### Clock nets, run 1

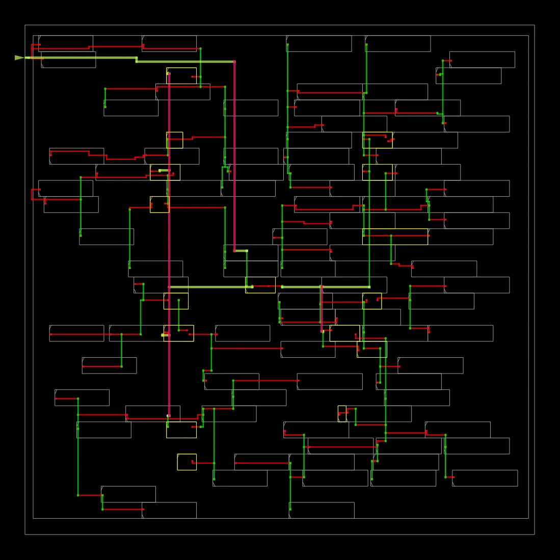
### Wire density map, run 1

The die is cut into 17 by 17 equal tiles; dark blue is low, red is high, scaled to the fullest tile. Values are wire area over tile area, all layers added.
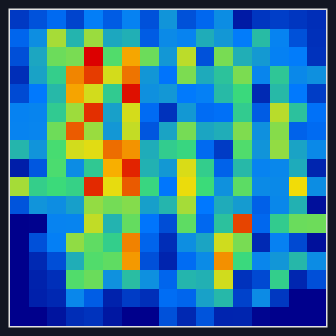
### Sequential cells grouped by signal name, run 1

Other sequential cells in the stronger grey, the rest of the logic in the fainter grey.
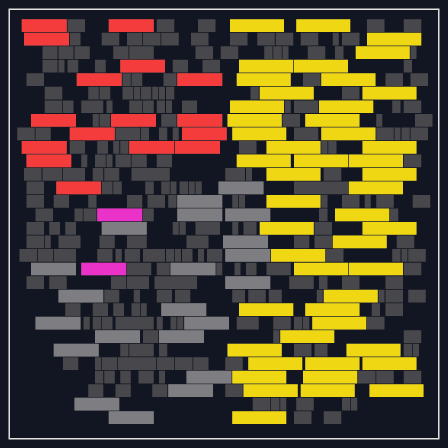
### Cells coloured by class, run 1

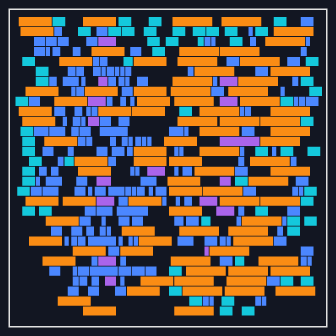
--- config.mk ---
export PLATFORM = sky130hd
export DESIGN_NAME = fifo_rd_stream
export DESIGN_NICKNAME = d
export VERILOG_FILES = /design/src/rtl/fifo_rd_pkg.sv /design/src/rtl/fifo_rd_obuf.sv /design/src/rtl/fifo_rd_stream.sv
export SDC_FILE = /design/constraint.sdc
export NUM_CORES = 1
export LEC_CHECK = 0
export CAP_MARGIN = 20
export CORE_UTILIZATION = 52
export CTS_CLUSTER_DIAMETER = 80
export DETAILED_ROUTE_END_ITERATION = 7
export MAX_ROUTING_LAYER = met4
export PLACE_DENSITY_LB_ADDON = 0.1
export SLEW_MARGIN = 20
export SYNTH_ARGS = -nofsm -noshare
export SYNTH_HDL_FRONTEND = slang
export SYNTH_SLANG_ARGS = --single-unit
--- constraint.sdc ---
create_clock -name clk -period 4.1 [get_ports clk]
set_input_delay 0.82 -clock clk [delete_from_list [all_inputs] [get_ports clk]]
set_output_delay 0.82 -clock clk [all_outputs]
set_load 0.01 [all_outputs]
--- src/rtl/fifo_rd_pkg.sv ---
// -----------------------------------------------------------------------------
// fifo_rd_pkg
// Shared constants and types for the FIFO read-side streaming stage.
//   BUF_DEPTH : entries in the output skid queue
//   BUF_AW    : width of head/tail pointers and of the occupancy count
//   cnt16_t   : 16-bit counter type (beat position, packet count)
//   buf_ptr_t : pointer / occupancy type sized by BUF_AW
//   ptr_inc() : circular increment of a queue pointer over BUF_DEPTH slots
// -----------------------------------------------------------------------------
package fifo_rd_pkg;

  localparam int BUF_DEPTH = 3;
  localparam int BUF_AW    = 2;

  typedef logic [15:0]       cnt16_t;
  typedef logic [BUF_AW-1:0] buf_ptr_t;

  // The queue depth is not a power of two, so pointers wrap explicitly
  // from the last slot back to zero instead of relying on overflow.
  function automatic buf_ptr_t ptr_inc(input buf_ptr_t p);
    if (p == buf_ptr_t'(BUF_DEPTH - 1)) begin
      return '0;
    end
    return p + buf_ptr_t'(1);
  endfunction

endpackage

--- src/rtl/fifo_rd_obuf.sv ---
// -----------------------------------------------------------------------------
// fifo_rd_obuf
// Three-entry circular output queue sitting between the FIFO read port and
// the AXI4-Stream master. Words enter through 'capture' and leave through
// 'pop'; the head entry is always presented on 'rd_data'.
//
// Ports
//   clk      in   clock
//   rstn     in   asynchronous active-low reset; empties the queue
//   capture  in   write wr_data at tail this cycle
//   wr_data  in   B-bit word to store
//   pop      in   retire the head entry this cycle
//   rd_data  out  B-bit word at head
//   empty    out  queue holds no words
//   level    out  number of words held (0..BUF_DEPTH)
// -----------------------------------------------------------------------------
module fifo_rd_obuf
  import fifo_rd_pkg::*;
#(
  parameter int B = 16
) (
  input  logic           clk,
  input  logic           rstn,
  input  logic           capture,
  input  logic [B-1:0]   wr_data,
  input  logic           pop,
  output logic [B-1:0]   rd_data,
  output logic           empty,
  output logic [BUF_AW-1:0] level
);

  localparam buf_ptr_t FULL_LEVEL = buf_ptr_t'(BUF_DEPTH);

  buf_ptr_t     head;
  buf_ptr_t     tail;
  buf_ptr_t     occ;
  logic [B-1:0] mem [BUF_DEPTH];

  // Storage array; contents need no reset because 'occ' alone decides
  // which slots hold meaningful data.
  always_ff @(posedge clk) begin
    if (capture) begin
      mem[tail] <= wr_data;
    end
  end

  // Pointer and occupancy bookkeeping. A simultaneous capture and pop moves
  // both pointers and leaves the occupancy where it was.
  always_ff @(posedge clk or negedge rstn) begin
    if (!rstn) begin
      head <= '0;
      tail <= '0;
      occ  <= '0;
    end else begin
      if (capture) begin
        tail <= ptr_inc(tail);
      end
      if (pop) begin
        head <= ptr_inc(head);
      end
      case ({capture, pop})
        2'b10:   occ <= occ + buf_ptr_t'(1);
        2'b01:   occ <= occ - buf_ptr_t'(1);
        default: occ <= occ;
      endcase
    end
  end

  // Head entry is presented directly from storage; no bypass from wr_data,
  // so a word captured into an empty queue shows up one cycle later.
  always_comb begin
    rd_data = mem[head];
    empty   = (occ == '0);
    level   = occ;
  end

  // The upstream issue rule reserves a slot for every in-flight read, so the
  // queue can never be written while full nor popped while empty.
  a_no_overflow : assert property (@(posedge clk) disable iff (!rstn)
    !(capture && (occ == FULL_LEVEL)));

  a_no_underflow : assert property (@(posedge clk) disable iff (!rstn)
    !(pop && (occ == '0)));

endmodule

--- src/rtl/fifo_rd_stream.sv ---
// -----------------------------------------------------------------------------
// fifo_rd_stream
// Drains an upstream FIFO with one cycle of read latency and presents the
// words as an AXI4-Stream master at one beat per cycle. The stream is framed
// into fixed L-beat packets with tlast, and completed packets are counted.
// The FIFO read strobe depends only on registered state, 'en', 'fifo_empty'
// and reset, never on m_axis_tready.
//
// Parameters
//   B  data width (matches the upstream FIFO)
//   L  packet length in beats, 1..65535
//
// Ports
//   clk            in   clock
//   rstn           in   asynchronous active-low reset
//   en             in   allow new FIFO reads
//   fifo_empty     in   upstream FIFO empty flag
//   fifo_rd_en     out  upstream FIFO read strobe
//   fifo_dout      in   upstream read data, valid the cycle after a read
//   m_axis_tdata   out  stream data
//   m_axis_tvalid  out  stream valid
//   m_axis_tlast   out  last beat of a packet
//   m_axis_tready  in   stream ready
//   pkt_cnt        out  completed packet count, wraps at 2^16
// -----------------------------------------------------------------------------
module fifo_rd_stream
  import fifo_rd_pkg::*;
#(
  parameter int B = 16,
  parameter int L = 8
) (
  input  logic         clk,
  input  logic         rstn,
  input  logic         en,
  input  logic         fifo_empty,
  output logic         fifo_rd_en,
  input  logic [B-1:0] fifo_dout,
  output logic [B-1:0] m_axis_tdata,
  output logic         m_axis_tvalid,
  output logic         m_axis_tlast,
  input  logic         m_axis_tready,
  output logic [15:0]  pkt_cnt
);

  localparam cnt16_t LAST_BEAT = cnt16_t'(L - 1);

  logic        inflight;
  logic        pop;
  logic        buf_empty;
  buf_ptr_t    level;
  logic [2:0]  committed;
  cnt16_t      beat;
  cnt16_t      pkt_cnt_q;

  // Output queue holding captured words until the sink accepts them.
  fifo_rd_obuf #(
    .B (B)
  ) u_obuf (
    .clk     (clk),
    .rstn    (rstn),
    .capture (inflight),
    .wr_data (fifo_dout),
    .pop     (pop),
    .rd_data (m_axis_tdata),
    .empty   (buf_empty),
    .level   (level)
  );

  // Issue a read only when a queue slot is guaranteed for the returning word:
  // words already held plus the one still in flight must leave room. Gating
  // with rstn keeps the strobe low for the whole reset window, matching the
  // upstream FIFO which shares this reset.
  always_comb begin
    committed  = {1'b0, level} + {2'b00, inflight};
    fifo_rd_en = rstn & en & ~fifo_empty & (committed < 3'(BUF_DEPTH));
  end

  // One-cycle read latency tracker: a strobe this cycle means fifo_dout
  // carries the word next cycle, which is then captured into the queue.
  always_ff @(posedge clk or negedge rstn) begin
    if (!rstn) begin
      inflight <= 1'b0;
    end else begin
      inflight <= fifo_rd_en;
    end
  end

  // Stream handshake. Valid comes purely from queue occupancy, so tdata and
  // tlast hold steady while the sink stalls.
  always_comb begin
    m_axis_tvalid = ~buf_empty;
    pop           = m_axis_tvalid & m_axis_tready;
    m_axis_tlast  = (beat == LAST_BEAT) & m_axis_tvalid;
    pkt_cnt       = pkt_cnt_q;
  end

  // Packet framing: beat position advances on every accepted beat and
  // returns to zero after the last one; each accepted last beat completes
  // a packet. With L = 1 the position stays at zero and every beat is last.
  always_ff @(posedge clk or negedge rstn) begin
    if (!rstn) begin
      beat      <= '0;
      pkt_cnt_q <= '0;
    end else if (pop) begin
      if (beat == LAST_BEAT) begin
        beat      <= '0;
        pkt_cnt_q <= pkt_cnt_q + cnt16_t'(1);
      end else begin
        beat      <= beat + cnt16_t'(1);
      end
    end
  end

endmodule

==> impl_report.txt, run 1 <==
=== SYNTHESIS / PLACE & ROUTE SUMMARY ===
----------------------------------------------------
[Final layout]
  Comb gate area ........................ 1225 um^2
  Non-clock inverter count in the final layout ........................ 5
  Layout Area Growth over Synthesis ........................ 23.95%
  Most frequent logic cell in the layout ........................ clkdlybuf4s50_1
  Cell group occupying the most layout area ........................ registers
  Sequential cell count ........................ 87
  Layout cells sized above 1 ........................ 0.1023
  N_diodes ........................ 0

[Timing]
  Slew of the pin with the lowest slew margin ........................ 0.9638 ns
  RSZ-0062 raised after global routing ........................ false
  Final sum of negative setup slack ........................ 0 ns
  Final worst-path setup slack ........................ 0.8657 ns
  Hold WS ........................ 0.4765 ns
  Clock skew ........................ 0.01007 ns
  Worst slew margin relative to its limit ........................ 0.3575
  Number of failing setup endpoints in the final timing report ........................ 0

[Synth]
  Total standard cell area after synthesis ........................ 3679 um^2
  Fraction of the yosys area taken by sequential cells ........................ 0.6571
  Number of synthesized register bits ........................ 87
  Warnings, synthesis ........................ 0
  Post-synth EDFFs ........................ 48
  FFs w/ async S/R, synth ........................ 0.4483
  Dominant Register Cell ........................ edfxtp_1

[Drt]
  Metal1 wirelength ........................ 2889 um
  DR WL met3 ........................ 285 um
  First-pass detailed-route iteration total ........................ 4
  Total routed wirelength ........................ 6528 um

[Run status]
  Outcome ........................ completed

[Critical path]
  CP delay by family, top ........................ buffers and inverters
  Internal reg-to-reg setup slack ........................ 2.20 ns
  Arrival time at the worst endpoint ........................ 2.41 ns
  WP buf/inv ........................ 1
  Worst r2r path cells ........................ 5
  Worst setup path end ........................ fifo_rd_en

[Run]
  Max-cap violation count ........................ 0

[Floorplan]
  # Taps ........................ 96
  Die outline width ........................ 86.11 um
  Overall chip area ........................ 7414 um^2

[Pwr]
  Pwr Total ........................ 2.391 mW
  Maximum resistive drop on vdd ........................ 294.1 uV

[Global routing]
  Via count of the first global-routing pass ........................ 2270

[Clocking]
  Root buffer cell ........................ clkbuf_8
  CTS buffer count ........................ 9

----------------------------------------------------
Notes on 'Clock nets' above:
clock network power: 0.610 mW
sinks on the clock net: 87

Notes on 'Wire density map' above:
The fullest tile reaches 0.39. 24% of the tiles are over half the peak. The emptiest ninth of the die: bottom left.
combined global-route utilization of all metal layers: 0.1971
routed wirelength normalized by instance count: 14.90 um

Notes on 'Sequential cells grouped by signal name' above:
Key: `u_obuf.mem` = yellow [placed flops 48]; `u_obuf.level` = magenta [placed flops 2]; `pkt_cnt` = red [placed flops 16]
Another 21 sequential cells are not coloured.
final core utilization: 0.6674
Flop+latch power: 1.19 mW
Storage cell area: 2417 um^2

Notes on 'Cells coloured by class' above:
Key: clock drivers and dummy loads = purple [cells 16, share of their area 4.6%]; remaining logic cells = blue [cells 180, share of their area 28%]; remaining buffers and delay cells = cyan [cells 59, share of their area 13%]; sequential cells = orange [cells 87, share of their area 54%]
Floorplan Core Area: 6832 um^2
share of cell area taken by flip-flops and latches: 0.5302
number of standard-cell rows in the floorplan: 30
final design instance area without fill: 4559 um^2

run 1: registers in the layout (all words and copies together) (netlist names):
name          count
u_obuf.level      2
u_obuf.head       2
pkt_cnt          16
u_obuf.mem       48
inflight          1
u_obuf.tail       2
beat             16
run 1: logic make-up after synthesis:
family | Yosys count | share of synthesized area
AND/OR/NAND/NOR | 96 | 0.1510
adder cells (fa/ha/maj) | 5 | 0.01701
multiplexers | 18 | 0.04966
flip-flops | 87 | 0.6571
AND-OR/OR-AND | 25 | 0.03810
XOR/XNOR | 31 | 0.07381
buffers and inverters | 12 | 0.01326
run 1: power breakdown:
part	switching, mW	total [mW]	internal (mW)
Combinational	0.250	0.595	0.344
Clock	0.320	0.610	0.289
Sequential	0.168	1.19	1.02
### Clock wires, drivers and flops, run 1

Bar = 20 um.
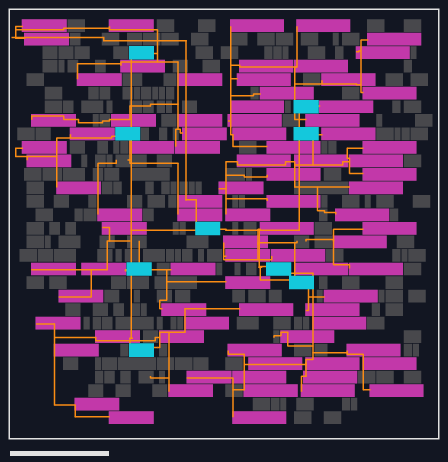

## Run 2: what changed since run 1
- CORE_UTILIZATION: 52 -> 48
- clock period: 4.1 -> 2.63 ns (I/O delays scaled with it)
### Clock wires, drivers and flops, run 2

Bar = 20 um.
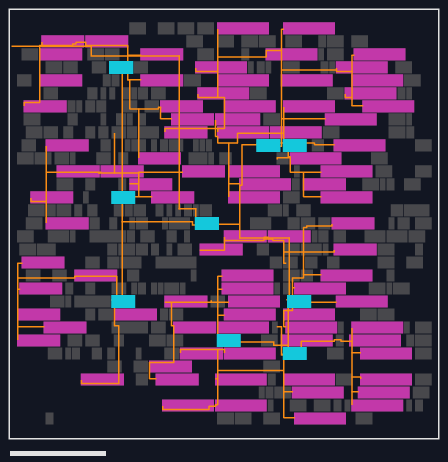
Key: clock-net drivers = cyan [count 9]; clock wires = orange [length 919 um]; flip-flops = magenta [count 87]
Position of the flops: all over the die. There are 10 routed clock nets.
clock network power share: 0.228
clock skew: 0.01522 ns
clock network power: 0.846 mW
clk ins delay skew pair: 0.36 ns

==> run 2 against run 1 <==
  * Sequential power increased by 45%
  * Clock skew is 0.0052 ns higher
  * Largest cell class unchanged
  * Sequential share of layout area is 0.79 points lower
  * Via count decreased by 1.8%
  * Critical path depth is 1 lower
  * First-iteration DRC count decreased by 31%
  * Core utilization down 3.6 points
  * Final cell count is 3.4% higher
  * Count of clock-buffer cells in the layout is 1 higher
  * Clock power increased by 39%
  * Setup slack worse by 0.68 ns
  * Global-route usage fell by 1.2 points
==> impl_report.txt, run 2 <==
=== SYNTHESIS / PLACE & ROUTE SUMMARY ===
----------------------------------------------------
[Final layout]
  Flip-flop count of the largest register, all copies and words added ........................ 48 (unchanged)
  N_diodes ........................ 0 (unchanged)
  Layout cells sized above 1 ........................ 0.1412 (+0.03890)

[Synth]
  Complex-gate fraction of the synthesized area ........................ 0.03810 (unchanged)
  Total standard cell area after synthesis ........................ 3679 um^2 (unchanged)
  Mux share of post-synthesis cell area ........................ 0.04966 (unchanged)
  Warnings, synthesis ........................ 0 (unchanged)
  Dominant Register Cell ........................ edfxtp_1
  FFs w/ async S/R, synth ........................ 0.4483 (unchanged)
  Arithmetic-cell share of the synthesized area counting full adders, half adders and majority gates ........................ 0.01701 (unchanged)

[Global routing]
  Via count of the first global-routing pass ........................ 2150 (-5.3%)

[Timing]
  Worst slew margin relative to its limit ........................ 0.6570 (+0.2995)
  Final worst-path setup slack ........................ 0.1849 ns (-0.6808 ns)
  Slew of the pin with the lowest slew margin ........................ 0.5098 ns (-0.4540 ns)

[Drt]
  Routed wirelength normalized by instance count ........................ 14.51 um (-2.6%)
  DR WL met3 ........................ 233 um (-18%)

[Pwr]
  Combinational group share of total power ........................ 0.308 (+0.059)
  Sequential cell fraction of total power ........................ 0.464 (-0.032)
  Internal ........................ 2.540 mW (+54%)

[Floorplan]
  Overall chip area ........................ 8017 um^2 (+8.1%)

[Run]
  Max-cap violation count ........................ 0 (unchanged)

[Critical path]
  Worst r2r path cells ........................ 6 (+1)
  Arrival time at the worst endpoint ........................ 1.92 ns (-0.49 ns)

[Run status]
  Outcome ........................ completed

----------------------------------------------------
### Sequential cells grouped by signal name, run 2

Other sequential cells in the stronger grey, the rest of the logic in the fainter grey.
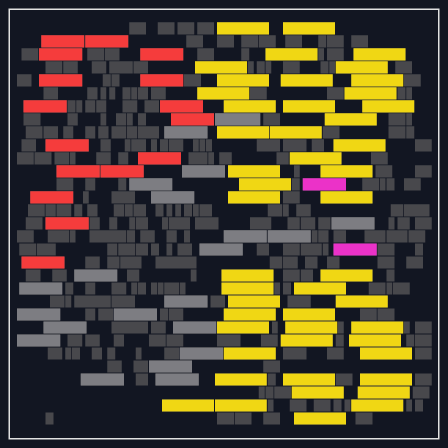
Key: `u_obuf.mem` = yellow [placed flops 48]; `u_obuf.level` = magenta [placed flops 2]; `pkt_cnt` = red [placed flops 16]
Another 21 sequential cells are not coloured.
Flop+latch power: 1.72 mW
share of cell area taken by flip-flops and latches: 0.5223
Storage cell area: 2419 um^2
final core utilization: 0.6317

[run 2: cell counts after synthesis]
No cell type changed its count.
[run 2: layout make-up]
type / count / share of cell area
Multi-Input combinational cell: 175 / 0.2659
Sequential cell: 87 / 0.5223
Timing Repair Buffer: 71 / 0.1424
Clock inverter: 6 / 0.01108
Clock buffer: 10 / 0.02756
Tap cell: 99 / 0.02675
Inverter: 5 / 0.004053
[run 2: per-stage QoR]
step	power (mW)	hold WS, ns	cell area (um^2)	instances
after floorplan	2.342	0.2304	3679	274
after global placement	2.863	0.4614	4413	432
after detailed placement	2.879	0.4734	4413	432
after CTS	3.747	0.3227	4633	453
after global routing	3.937	0.3456	4631	453
final	3.713	0.3051	4631	453
### Clock nets, run 2

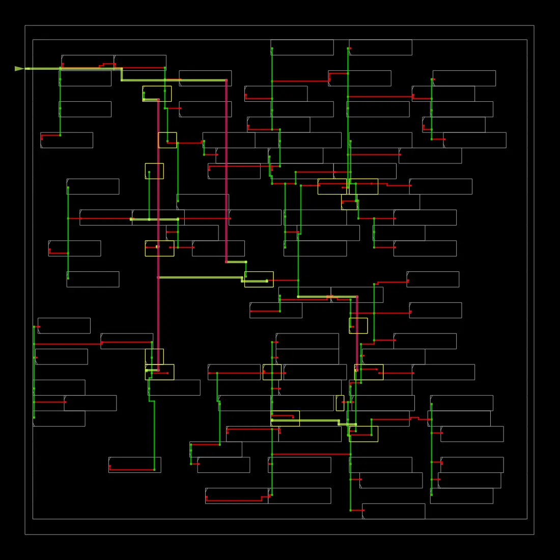

## Run 3: what changed since run 2
- CORE_UTILIZATION: 48 -> 52
- DONT_BUFFER_PORTS: default -> 1
- HOLD_SLACK_MARGIN: default -> 0.12
### Clock nets, run 3

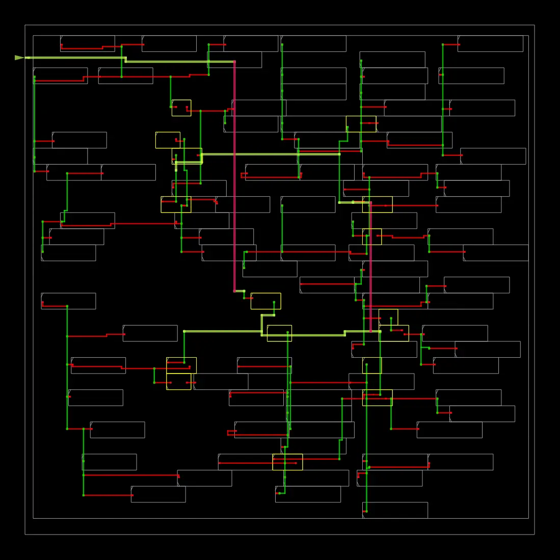
clock buffer count: 9
sequential cell count: 87

==> run 3 against run 2 <==
  * Via count decreased by 10%
  * Non-clock buffer count decreased by 61
  * Sequential share of layout area increased by 7.2 points
  * First-iteration DRC count increased by 28%
  * Count of clock-buffer cells in the layout decreased by 1
  * Clock power increased by 6.4%
  * Cell area decreased by 12%
  * Combinational power decreased by 35%
  * Wire length decreased by 5.3%
  * Core utilization decreased by 3.6 points
  * Highest routed layer unchanged
==> impl_report.txt, run 3 <==
=== SYNTHESIS / PLACE & ROUTE SUMMARY ===
----------------------------------------------------
[Run status]
  Outcome ........................ completed

[Pwr]
  Combinational group share of total power ........................ 0.221 (-0.087)
  Flop+latch power ........................ 1.75 mW (about the same)
  Sequential cell fraction of total power ........................ 0.515 (+0.051)
  Internal ........................ 2.258 mW (-11%)

[Critical path]
  Chain of cells forming the critical path ........................ ha_1, ha_1, a2111oi_2, buf_4

[Drt]
  Number of nets with antenna violations after routing ........................ 0
  Routed wirelength normalized by instance count ........................ 16.01 um (+10%)
  Total routed wirelength ........................ 6228 um
  DR WL met3 ........................ 390 um (+67%)

[Final layout]
  N_diodes ........................ 0 (unchanged)
  Cell group occupying the most layout area ........................ registers
  Final design instance area without fill ........................ 4070 um^2 (-12%)
  Storage cell area ........................ 2417 um^2 (about the same)
  Fin cells ........................ 389 (-14%)
  Final core utilization ........................ 0.5958 (-0.03589)
  Non-clock inverter count in the final layout ........................ 5 (unchanged)
  Multi-input gate share of the layout cell area ........................ 0.3025 (+0.03662)
  Share of cell area taken by flip-flops and latches ........................ 0.5939 (+0.07162)
  Final-layout clock-cell area share ........................ 0.04734 (+0.008703)
  Layout cells sized above 1 ........................ 0.1399 (-0.001311)
  Count of non-CTS buffers in the layout ........................ 10 (-86%)
  Multi-input combinational gate total ........................ 175 (unchanged)

[Synth]
  Mux share of post-synthesis cell area ........................ 0.04966 (unchanged)
  Warnings, synthesis ........................ 0 (unchanged)
  Dominant Register Cell ........................ edfxtp_1
  Arithmetic-cell share of the synthesized area counting full adders, half adders and majority gates ........................ 0.01701 (unchanged)
  FFs w/ async S/R, synth ........................ 0.4483 (unchanged)
  Total standard cell area after synthesis ........................ 3679 um^2 (unchanged)

[Floorplan]
  Overall chip area ........................ 7414 um^2 (-7.5%)

[Timing]
  Hold WS ........................ 0.2217 ns (-0.08344 ns)
  Final worst-path setup slack ........................ 0.2088 ns (+0.02386 ns)
  Final sum of negative setup slack ........................ 0 ns
  Slew of the pin with the lowest slew margin ........................ 0.4736 ns (-0.03618 ns)
  Pins over their slew limit ........................ 0
  Worst slew margin relative to its limit ........................ 0.6839 (+0.02692)

[Placed design]
  Instance area after placement ........................ 3841 um^2 (-13%)
  Placed cell count ........................ 371 (-14%)

[Run]
  Max-cap violation count ........................ 0 (unchanged)

[Clocking]
  Clk ins delay skew pair ........................ 0.36 ns (about the same)

[Global routing]
  Via count of the first global-routing pass ........................ 2060 (-4.2%)

----------------------------------------------------
### Clock wires, drivers and flops, run 3

Bar = 20 um.
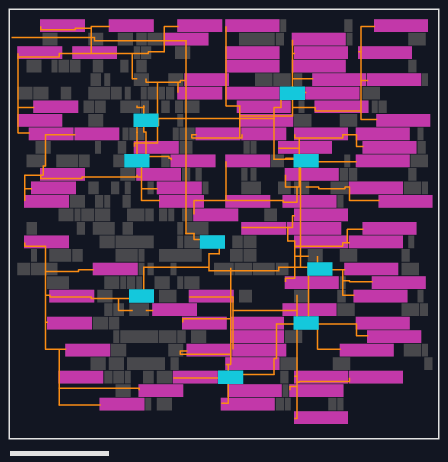
Key: clock wires = orange [length 995 um]; flip-flops = magenta [count 87]; clock-net drivers = cyan [count 9]
There are 10 routed clock nets.
clock skew: 0.009834 ns
clock network power: 0.900 mW
clock network power share: 0.264

## run 3: cell counts after synthesis
No cell type changed its count.
## run 3: path summary, 6_finish.rpt
kind                                    end  cells past startpoint            start  slack, ns
worst max-delay path             fifo_rd_en                      4  u_obuf.level[0]       0.21
worst min-delay path               inflight                      1       fifo_empty       0.22
worst max register to register   pkt_cnt[1]                      5          beat[0]       0.75
worst min register to register     beat[15]                      1         beat[15]       0.50
max in group asynchronous       pkt_cnt[10]                      2             rstn       1.81
min in group asynchronous        pkt_cnt[7]                      2             rstn       0.62
## run 3: kinds of logic after synthesis
kind of cell / Yosys count
adders and majority gates: 5
buffers and inverters: 12
AOI/OAI and AO/OA: 25
and+or+nand+nor: 96
DFF: 87
xor gates and xnor gates: 31
muxes: 18
Power and IR drop assume default switching activity.
